**src/rtl/pattern_detector.sv**
```systemverilog
// Serial pattern detector: matches a loadable PAT_W-bit pattern against the
// most recent valid input bits, with selectable overlapping/non-overlapping
// detection and a saturating match counter.
module pattern_detector #(
  parameter int PAT_W = 4,
  parameter int CNT_W = 8
) (
  input  logic             CLK,
  input  logic             RST,
  input  logic             x,
  input  logic             valid,
  input  logic             load,
  input  logic [PAT_W-1:0] pat,
  input  logic             overlap,
  input  logic             clr,
  output logic             y,
  output logic             armed,
  output logic [CNT_W-1:0] count
);

  // Fill counter must represent 0..PAT_W inclusive.
  localparam int FILL_W = $clog2(PAT_W + 1);
  localparam logic [FILL_W-1:0] FILL_FULL = FILL_W'(PAT_W);
  localparam logic [CNT_W-1:0]  CNT_MAX   = {CNT_W{1'b1}};

  typedef enum logic {
    UNARMED = 1'b0,
    ARMED   = 1'b1
  } state_t;

  state_t             state_q, state_d;
  logic               armed_q, armed_d;
  logic               y_q, y_d;
  logic [PAT_W-1:0]   pat_q, pat_d;
  logic [PAT_W-1:0]   hist_q, hist_d;
  logic [FILL_W-1:0]  fill_q, fill_d;
  logic [CNT_W-1:0]   cnt_q, cnt_d;

  // Candidate history/fill after accepting the current bit.
  logic [PAT_W-1:0]   hist_shift;
  logic [FILL_W-1:0]  fill_shift;
  logic               match;

  // Saturating increment of the match counter (no wrap-around).
  function automatic logic [CNT_W-1:0] cnt_sat_inc(input logic [CNT_W-1:0] c);
    if (c == CNT_MAX) return c;
    return c + 1'b1;
  endfunction

  // Fill count grows with each accepted bit but never exceeds PAT_W.
  function automatic logic [FILL_W-1:0] fill_sat_inc(input logic [FILL_W-1:0] f);
    if (f == FILL_FULL) return f;
    return f + 1'b1;
  endfunction

  // Newest bit enters at the LSB so pat[PAT_W-1] lines up with the oldest bit.
  function automatic logic [PAT_W-1:0] shift_in(input logic [PAT_W-1:0] h,
                                                 input logic             b);
    return {h[PAT_W-2:0], b};
  endfunction

  // Next-state logic for the FSM, history, fill, counter and match pulse.
  always_comb begin
    state_d    = state_q;
    pat_d      = pat_q;
    hist_d     = hist_q;
    fill_d     = fill_q;
    cnt_d      = cnt_q;
    y_d        = 1'b0;
    hist_shift = shift_in(hist_q, x);
    fill_shift = fill_sat_inc(fill_q);
    match      = 1'b0;

    if (load) begin
      // Load wins over a coincident valid bit; that bit is dropped.
      state_d = ARMED;
      pat_d   = pat;
      hist_d  = '0;
      fill_d  = '0;
    end else if (state_q == ARMED && valid) begin
      match  = (hist_shift == pat_q) && (fill_shift == FILL_FULL);
      hist_d = hist_shift;
      fill_d = fill_shift;
      if (match) begin
        y_d   = 1'b1;
        cnt_d = cnt_sat_inc(cnt_q);
        // Non-overlapping mode demands PAT_W fresh bits for the next match.
        if (!overlap) fill_d = '0;
      end
    end

    // Clear beats a simultaneous match increment, in either state.
    if (clr) cnt_d = '0;

    armed_d = (state_d == ARMED);
  end

  // State and output registers with asynchronous active-low reset.
  always_ff @(posedge CLK or negedge RST) begin
    if (!RST) begin
      state_q <= UNARMED;
      armed_q <= 1'b0;
      y_q     <= 1'b0;
      pat_q   <= '0;
      hist_q  <= '0;
      fill_q  <= '0;
      cnt_q   <= '0;
    end else begin
      state_q <= state_d;
      armed_q <= armed_d;
      y_q     <= y_d;
      pat_q   <= pat_d;
      hist_q  <= hist_d;
      fill_q  <= fill_d;
      cnt_q   <= cnt_d;
    end
  end

  assign y     = y_q;
  assign armed = armed_q;
  assign count = cnt_q;

endmodule

```
**config.mk**
```make
export PLATFORM = sky130hd
export DESIGN_NAME = pattern_detector
export DESIGN_NICKNAME = d
export VERILOG_FILES = /design/src/rtl/pattern_detector.sv
export SDC_FILE = /design/constraint.sdc
export NUM_CORES = 1
export LEC_CHECK = 0
export CORE_MARGIN = 3
export CORE_UTILIZATION = 50
export CTS_CLUSTER_SIZE = 8
export DETAILED_ROUTE_END_ITERATION = 8
export GPL_TIMING_DRIVEN = 1
export PLACE_DENSITY = 0.78
export SKIP_LAST_GASP = 1
export SLEW_MARGIN = 20
export SYNTH_ARGS = -nofsm -noshare
export SYNTH_HDL_FRONTEND = slang
export SYNTH_SLANG_ARGS = --single-unit
```
**constraint.sdc**
```tcl
create_clock -name CLK -period 2.3 [get_ports CLK]
set_clock_uncertainty 0.2 [all_clocks]
set_input_delay 0.69 -clock CLK [delete_from_list [all_inputs] [get_ports CLK]]
set_output_delay 0.69 -clock CLK [all_outputs]
set_load 0.01 [all_outputs]
```
**Run 1: PDN straps and rails**

Pins as bars on the die edge.
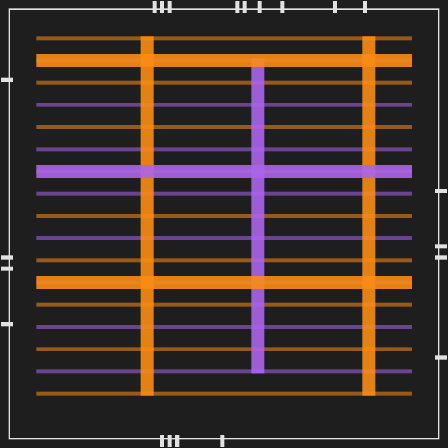
Key: purple = VDD; orange = VSS
17 met1 rails follow the rows. The core has 16 rows. 3 straps on met5. 21 signal pins sit on the boundary. 3 straps on met4.
core area: 2000 um2
die width: 52.4 um
Vert. Die Dim: 52.4 um
Max rail drop VDD: 0.576 mV

**Run 1: the clock network**

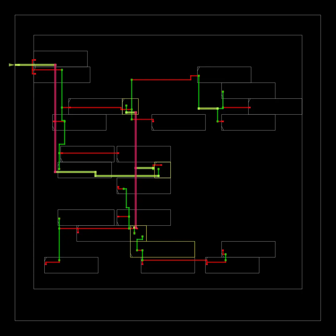
clk_lat worst skew: 300 ps
# clk buffers: 3
Seq cells: 20

==> flow_metrics.env, run 1 <==
# yosys + openroad results
export IMPL_comb_area_um2=563
export IMPL_p_seq_uw=375
export IMPL_crit_buf_inv=1
export IMPL_r2r_end="count[4]"
export IMPL_initial_core_util_pct=53.8
export IMPL_fin_tns_setup_ps=0
export IMPL_cts_hold_buf=0
export IMPL_maxPowerGroup="sequential cells"
export IMPL_ys_ff=20
export IMPL_ios=21
export IMPL_switching_power_uw=180
export IMPL_max_stage_delay_ps=570
export IMPL_crit_fanout=6
export IMPL_drv_cap=0
export IMPL_whs_path_depth=1
export IMPL_min_to="pat_q[2]"
export IMPL_cp_startpoint="count[1]"
export IMPL_place_area_um2=1360
export IMPL_tightest_slew_ps=365
export IMPL_grt_max_degree=21
export IMPL_critPathKind="flip-flop to primary output"
export IMPL_syn_nets=119
export IMPL_wl_per_cell_um=15.1
export IMPL_postLayoutCoreUtil_pct=72.2
export IMPL_seq_area_share_pct=34.8
export IMPL_routed_wl_mm=2.47
export IMPL_edf_count=0
export IMPL_p_comb_uw=118
export IMPL_inv_count=4
export IMPL_slew_viol_final=0
export IMPL_reg2reg_from="fill_q[0]"
export IMPL_cp_start_kind="flip-flop"
export IMPL_outcome="finished, final reports clean"
export IMPL_htree_num_levels=1
export IMPL_via_per_inst=5.67
export IMPL_internal_power_uw=598
export IMPL_yosys_cells=105
**Run 1: register map, names as in the netlist**

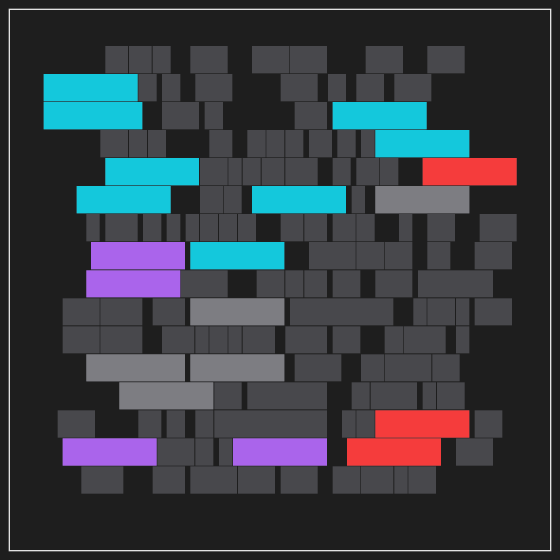
Key: cyan = count [placed flops 8]; purple = pat_q [placed flops 4]; red = fill_q [placed flops 3]

**Run 1: selected gate families**

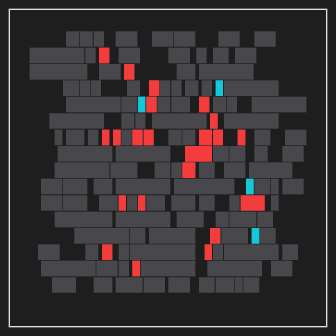
Key: red = NAND gates [cells 22]; cyan = inverters [cells 4]
final non-filler cell total: 164
fraction of area in multi-input gates: 39.0%

-- run 1: registers in the layout, indices dropped and copies added, names as in the netlist --
name,cells
armed,1
count,8
y,1
pat_q,4
hist_q,3
fill_q,3
-- run 1: per-layer routing --
layer / vias to the layer above / wire [um] / track usage (%)
met5: - / 0 / 0
met4: 0 / 52 / 9.79
met3: 7 / 113 / 4.27
met2: 35 / 1200 / 32.2
met1: 447 / 1110 / 28.4
li1: 441 / - / -
-- run 1: kinds of logic after synthesis --
| logic type | Yosys count | synth area share (%) |
|---|---|---|
| fa+ha+maj | 3 | 3.48 |
| flops | 20 | 46.5 |
| simple gates | 43 | 22.9 |
| compound gates | 23 | 16.0 |
| buf+inv | 6 | 2.09 |
| xor+xnor | 6 | 4.88 |
| mux | 4 | 4.18 |
==> run 2: changes to the inputs <==
--- a/config.mk
+++ b/config.mk
@@ -5,6 +5,7 @@
 export SDC_FILE = /design/constraint.sdc
 export NUM_CORES = 1
 export LEC_CHECK = 0
+export ABC_CLOCK_PERIOD_IN_PS = 2300
 export CORE_MARGIN = 3
 export CORE_UTILIZATION = 50
 export CTS_CLUSTER_SIZE = 8
==> flow_metrics.env, run 2 <==
# yosys + openroad results
export IMPL_met3_usage_pct=4.27
export IMPL_routed_wl_met3_um=113
export IMPL_fp_dieH_um=52.4
export IMPL_die_width_um=52.4
export IMPL_grt_busiest_layer="met2"
export IMPL_use_met1_pct=28.4
export IMPL_cp_startpoint="count[1]"
export IMPL_ys_top_logic_family="simple AND/OR/NAND/NOR gates"
export IMPL_dr_max_layer_used="met4"
export IMPL_crit_fanout=6
export IMPL_stdcell_count=164
export IMPL_fa_ha_area_share_pct=3.48
export IMPL_tightest_slew_ps=365
export IMPL_seq_area_share_pct=34.8
export IMPL_fp_coreArea_um2=2000
export IMPL_vdd_drop_max_mv=0.576
export IMPL_r2r_end="count[4]"
export IMPL_cts_hold_buf=0
export IMPL_outcome="finished, final reports clean"
export IMPL_syn_nets=119
export IMPL_drv_cap=0
export IMPL_reg2reg_from="fill_q[0]"
export IMPL_whs_path_depth=1
export IMPL_synthXorXnorAreaFrac_pct=4.88
export IMPL_min_to="pat_q[2]"
export IMPL_grt_use_met2_pct=32.2
export IMPL_grt_max_degree=21
==> run 2: cells by family (layout without fill, tap and decap cells) <==
kind of cell	Yosys count	after routing
buffers and inverters	6	38
multiplexers	4	4
AND-OR/OR-AND	23	23
AND/OR/NAND/NOR	43	43
adder cells (fa/ha/maj)	3	3
flip-flops	20	20
XOR/XNOR	6	6
==> run 2: per-stage QoR <==
step	util, %	total power, uW	TNS (ps)	setup slack [ps]
6_report	72.2	778	0	64.9
5_1_grt	72.2	815	-92.0	-39.3
4_1_cts	71.2	775	0	3.06
3_5_place_dp	68.1	489	-2280	-383
3_3_place_gp	68.1	483	-1750	-298
2_1_floorplan	-	440	0	235
==> run 2: power breakdown <==
group          leakage, uW  switching [uW]  internal (uW)
Combinational     0.000316            59.8           58.3
Clock            0.0000279             109            176
Sequential        0.000261            11.2            364
**Run 2: selected gate families**

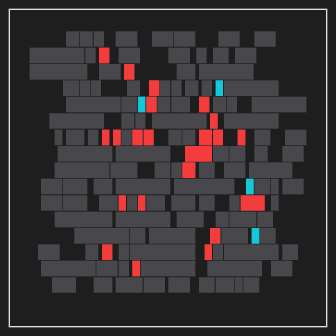
Key: cyan = inverters [cells 4]; red = NAND gates [cells 22]
Commonest Layout Cell: clkdlybuf4s50_1

**Run 2: PDN straps and rails**

Pins as bars on the die edge.
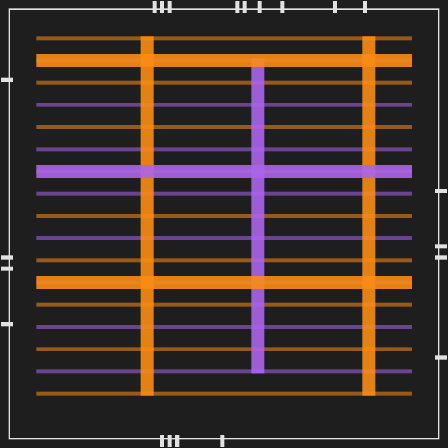
Key: purple = VDD; orange = VSS
3 straps on met4. 3 straps on met5. The core has 16 rows.

**Run 2: register map, names as in the netlist**

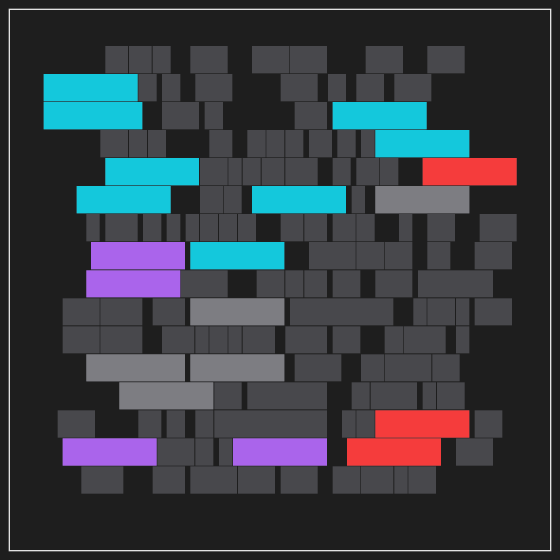
Key: cyan = count [placed flops 8]; red = fill_q [placed flops 3]; purple = pat_q [placed flops 4]
Final Core Density: 72.2%
area taken by flip-flops and latches: 503 um2

Power and IR drop assume default switching activity.
